--- config.mk ---
export PLATFORM = sky130hd
export DESIGN_NAME = mpu6050_sampler
export DESIGN_NICKNAME = d
export VERILOG_FILES = /design/src/rtl/mpu6050_sampler.sv
export SDC_FILE = /design/constraint.sdc
export NUM_CORES = 1
export LEC_CHECK = 0
export ABC_CLOCK_PERIOD_IN_PS = 2600
export CAP_MARGIN = 10
export CORE_MARGIN = 1.5
export CORE_UTILIZATION = 40
export DETAILED_ROUTE_END_ITERATION = 16
export GPL_TIMING_DRIVEN = 0
export PLACE_DENSITY_LB_ADDON = 0.2
export SYNTH_ARGS = -nofsm -noshare
export SYNTH_HDL_FRONTEND = slang
export SYNTH_SLANG_ARGS = --single-unit
--- constraint.sdc ---
create_clock -name clk -period 2.6 [get_ports clk]
set_input_delay 0.65 -clock clk [delete_from_list [all_inputs] [get_ports clk]]
set_output_delay 0.65 -clock clk [all_outputs]
set_load 0.005 [all_outputs]
--- src/rtl/mpu6050_sampler.sv ---
// Periodic MPU6050 accelerometer sampler: sequences six single-register reads
// through i2c_master and publishes signed X/Y/Z words with a one-cycle strobe.
module mpu6050_sampler #(
  parameter logic [7:0]  BASE_REG       = 8'h3B,
  parameter int unsigned SAMPLE_PERIOD  = 500000,
  parameter int unsigned TIMEOUT_CYCLES = 100000
) (
  input  logic        clk,
  input  logic        reset,
  input  logic        enable,
  output logic [7:0]  i2c_data_in,
  output logic        i2c_start,
  input  logic [7:0]  i2c_data_out,
  input  logic        i2c_data_out_available,
  input  logic        i2c_master_available,
  output logic [15:0] accel_x,
  output logic [15:0] accel_y,
  output logic [15:0] accel_z,
  output logic        sample_valid,
  output logic        busy,
  output logic        timeout_err
);

  localparam int unsigned CNT_MAX = (SAMPLE_PERIOD > TIMEOUT_CYCLES) ? SAMPLE_PERIOD : TIMEOUT_CYCLES;
  localparam int unsigned CW      = $clog2(CNT_MAX + 1);
  localparam logic [CW-1:0] GAP_LAST = CW'(SAMPLE_PERIOD - 1);
  localparam logic [CW-1:0] WD_LAST  = CW'(TIMEOUT_CYCLES - 1);

  typedef enum logic [2:0] {
    IDLE,
    GAP,
    ISSUE,
    WAIT_ACCEPT,
    WAIT_DATA,
    WAIT_RELEASE,
    PUBLISH
  } state_t;

  state_t          state;
  state_t          state_nxt;
  logic [CW-1:0]   cnt;
  logic [2:0]      idx;
  logic [2:0]      idx_nxt;
  logic [5:0][7:0] slot;
  logic            avail_q;
  logic            data_rise;
  logic            wd_expired;
  logic            capture;
  logic            abort;

  assign data_rise  = i2c_data_out_available & ~avail_q;
  assign wd_expired = (cnt == WD_LAST);

  always_ff @(posedge clk or negedge reset) begin
    if (!reset) begin
      state <= IDLE;
    end else begin
      state <= state_nxt;
    end
  end

  always_comb begin
    state_nxt = state;
    idx_nxt   = idx;
    capture   = 1'b0;
    abort     = 1'b0;
    unique case (state)
      IDLE: begin
        if (enable) begin
          idx_nxt   = '0;
          state_nxt = ISSUE;
        end
      end
      GAP: begin
        if (cnt == GAP_LAST) begin
          idx_nxt   = '0;
          state_nxt = enable ? ISSUE : IDLE;
        end
      end
      ISSUE: state_nxt = WAIT_ACCEPT;
      WAIT_ACCEPT: begin
        if (wd_expired) begin
          abort = 1'b1;
        end else if (!i2c_master_available) begin
          state_nxt = WAIT_DATA;
        end
      end
      // Watchdog is tested first so a data edge in the expiry cycle is ignored.
      WAIT_DATA: begin
        if (wd_expired) begin
          abort = 1'b1;
        end else if (data_rise) begin
          capture   = 1'b1;
          state_nxt = WAIT_RELEASE;
        end
      end
      WAIT_RELEASE: begin
        if (wd_expired) begin
          abort = 1'b1;
        end else if (i2c_master_available) begin
          if (idx == 3'd5) begin
            state_nxt = PUBLISH;
          end else begin
            idx_nxt   = idx + 3'd1;
            state_nxt = ISSUE;
          end
        end
      end
      PUBLISH: state_nxt = GAP;
      default: state_nxt = IDLE;
    endcase
    if (abort) begin
      state_nxt = GAP;
    end
  end

  // Outputs are registered from the next state so start/busy line up with the
  // state they describe while remaining glitch-free.
  always_ff @(posedge clk or negedge reset) begin
    if (!reset) begin
      cnt          <= '0;
      idx          <= '0;
      avail_q      <= 1'b0;
      slot         <= '0;
      i2c_start    <= 1'b0;
      i2c_data_in  <= BASE_REG;
      accel_x      <= '0;
      accel_y      <= '0;
      accel_z      <= '0;
      sample_valid <= 1'b0;
      busy         <= 1'b0;
      timeout_err  <= 1'b0;
    end else begin
      avail_q      <= i2c_data_out_available;
      idx          <= idx_nxt;
      i2c_start    <= (state_nxt == WAIT_ACCEPT);
      busy         <= !(state_nxt inside {IDLE, GAP});
      sample_valid <= (state == PUBLISH);

      if (state_nxt != state || state == IDLE) begin
        cnt <= '0;
      end else begin
        cnt <= cnt + 1'b1;
      end

      if (state == ISSUE) begin
        i2c_data_in <= BASE_REG + {5'b0, idx};
      end

      if (capture) begin
        slot[idx] <= i2c_data_out;
      end

      if (abort) begin
        timeout_err <= 1'b1;
        slot        <= '0;
      end

      if (state == PUBLISH) begin
        accel_x     <= {slot[0], slot[1]};
        accel_y     <= {slot[2], slot[3]};
        accel_z     <= {slot[4], slot[5]};
        timeout_err <= 1'b0;
      end
    end
  end

endmodule

==> impl_metrics.json <==
{
  "signal_buffer_area_fraction_pct": 12.24,
  "synth-warning-count": 0,
  "edff_count_synth": 0,
  "reg2reg_setup_slack_ps": 110,
  "post_synth_mux_share_pct": 9.124,
  "layout-drive-gt1-share_pct": 11.05,
  "cp-end-kind": "flop",
  "grt_first_pass_wirelength_um": 22040,
  "placement_rows": 43,
  "routed_wl_per_cell_um": 15.47,
  "synth_async_reset_ratio_pct": 100.0,
  "area_of_placed_instances_mm2": 0.006765,
  "hold_viol_final": 0,
  "crit_arrival_ps": 2800,
  "synth_cells": 581,
  "multiInputGateArea_mm2": 0.002365,
  "dominant-cell-class": "sequential cells",
  "clkbuf_count": 25,
  "number_of_antenna_cells_inserted": 0,
  "yosys.area_share.simple_pct": 23.53,
  "ioPinCount": 73,
  "dp.cells": 833,
  "layout.filler_cells": 1257,
  "worst_ir_drop_vdd_mv": 0.4604,
  "synthesis.area_per_instance_um2": 9.984,
  "flop_area_mm2": 0.003308,
  "synth.cell_area_mm2": 0.005801,
  "synth_top_flop_cell": "dfrtp_1",
  "total_vias_in_the_final_route": 4353,
  "post_synth_ao_oa_area_fraction_pct": 3.645,
  "initial_core_util_pct": 41.31,
  "tritoncts_num_sinks": 132,
  "r2r_cells": 10,
  "clockRootBuffer": "clkbuf_16",
  "yosys_cells": 581,
  "cts_hold_buf": 0,
  "worst_r2r_startpoint": "cnt[0]$_DFF_PN0_",
  "adder_share_pct": 1.079,
  "max_freq_ghz": 0.4021,
  "io_port_bufs": 71,
  "clkLatencyLatePin_ps": 420,
  "layout.cell_area.non_filler_mm2": 0.007410,
  "post_synth_xor_area_fraction_pct": 2.567,
  "vias_per_cell": 5.015,
  "grt_max_degree": 91,
  "finalClockSkew_ps": 9.462,
  "detail_route.wirelength_um": 13430,
  "layout.nets": 694,
  "ctsHtreeMaxLevel": 4,
  "initialDrtViolationCount": 377,
  "layout.sequential_cells": 132,
  "mappedNetlistNets": 599,
  "run_status": "finished clean",
  "worst_hold_path_type": "input port to async pin",
  "worst_path_clk_slew_ps": 50,
  "yosysTopAreaCell": "dfrtp_1",
  "ys_ff": 132,
  "antenna_found_initial": 0,
  "post-route-period-util_pct": 95.65,
  "grt_pass1_vias": 4422,
  "share_of_the_final_layout_cell_area_in_multi_input_gates_pct": 31.91,
  "yosys-top-cells-area": "dfrtp_1 (55%), nand2_1 (11%), mux2i_1 (8.3%)",
  "cts_tree": "built",
  "gpl.final_weighted_congestion": 0.8052,
  "die_w_um": 123.4,
  "clock_area_share_pct": 7.649,
  "critical_path.startpoint_type": "flop",
  "route.antenna.remaining_nets": 0,
  "most_frequently_used_cell_type_in_the_post_synthesis_netlist": "nand2_1",
  "max_cap_viol_count": 0,
  "mostFrequentLayoutCells": "nand2_1 (173), dfrtp_1 (128), clkdlybuf4s50_1 (70)",
  "firstDrtPassIters": 5,
  "power_leakage_nw": 3.873,
  "timing_max_transition_violations_final": 0,
  "stage_log_warnings": 29,
  "synth_chip_area_mm2": 0.005801,
  "comb_cells": 410,
  "layout_top_cell": "nand2_1",
  "main_logic_family_after_synthesis": "simple AND/OR/NAND/NOR gates",
  "drc": 0,
  "timing.critical_path.fanout_max": 8
}
stage by stage:
stage / TNS [ps] / hold WS (ps) / power (mW) / worst slack [ps]
4_1_cts: -3.667 / 153.4 / 6.376 / -3.667
5_1_grt: 0 / 166.2 / 6.821 / 2.960
3_5_place_dp: -1296 / 456.1 / 4.083 / -88.53
2_1_floorplan: 0 / 354.4 / 3.479 / 263.4
3_3_place_gp: -539030 / 447.2 / 4.037 / -4136
6_report: 0 / 145.7 / 6.443 / 113.2
kinds of logic after synthesis:
logic type      count (synthesis)
simple gates                  303
flops                         132
mux                            52
buf+inv                        39
compound gates                 32
xor+xnor                       17
fa+ha+maj                       5
other cells                     1
state kept, by name, summed over array words and instances, names as in the netlist:
register	flops
slot	48
cnt	19
accel_x	16
accel_y	16
accel_z	16
i2c_data_in	6
idx	3
state	3
avail_q	1
busy	1
i2c_start	1
sample_valid	1
timeout_err	1
where the power goes:
| group | switching, mW | internal [mW] | total [mW] |
|---|---|---|---|
| sequential | 0.165 | 2.36 | 2.53 |
| combinational | 0.942 | 0.701 | 1.64 |
| clock | 0.857 | 1.42 | 2.27 |
| total | 1.96 | 4.48 | 6.44 |
critical path, cell delays in order, from the launching register on:
cell	delay, ps
dfrtp_1	400
ha_2	210
and4_1	180
buf_2	160
and3_4	180
and3b_1	160
buf_4	170
nor3b_4	180
mux2_4	380
buf_4	160
nor3_1	210
per-layer routing:
| layer | wire [µm] | GRT usage, % |
|---|---|---|
| met5 | 0 | 0 |
| met1 | 6217 | 25.37 |
| met4 | 206 | 6.897 |
| met3 | 526 | 5.673 |
| met2 | 6478 | 29.97 |
repair_timing:
item | 4_1_cts | 5_1_grt
setup buffers | 0 | 4
endpoints found under the setup margin | 1 | 48
cloned | 0 | 0
resized | 0 | 11
pin swaps | 0 | 1
endpoints found under the hold margin | 0 | 0
layer_met2.png
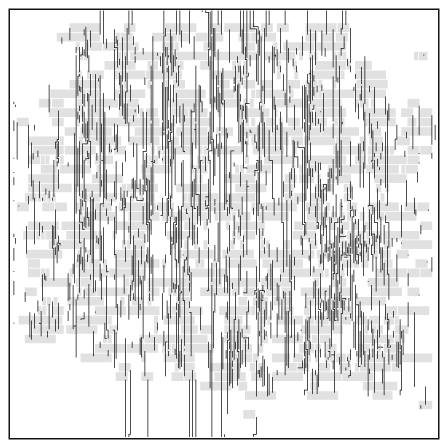
The wires run mostly vertical. The longest straight run is 45.6 µm.

flops_by_reg.png
Other sequential cells in the stronger grey, the rest of the logic in the fainter grey.
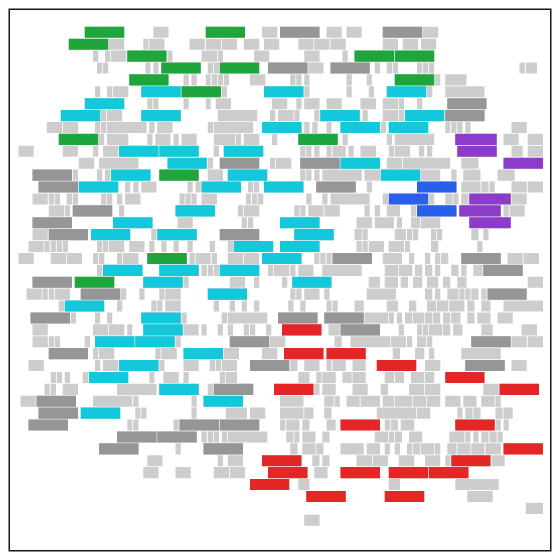
Blue stands for idx, flops 3. Green stands for accel_y, flops 16. Red stands for cnt, flops 19. Cyan stands for slot, flops 48. Purple stands for i2c_data_in, flops 6.
flop share of the area: 44.65%
power in sequential cells: 2.53 mW

congestion.png
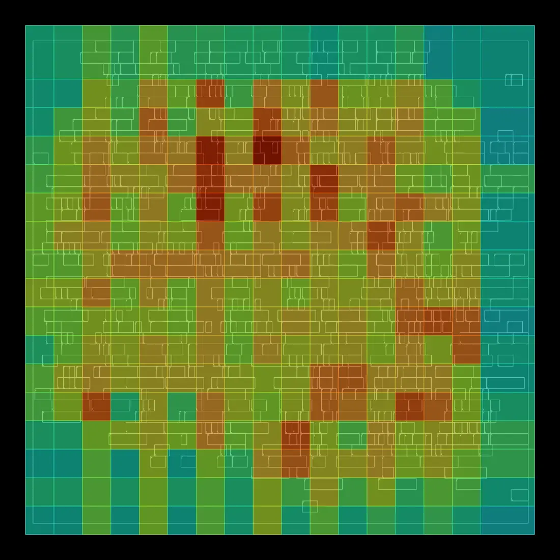
total routing usage reported by global routing: 19.17%
met1 GRT Util: 25.37%
Final Core Density: 52.77%
met2 track demand over resource in global routing: 29.97%

Power is estimated from default activity; no workload was simulated.
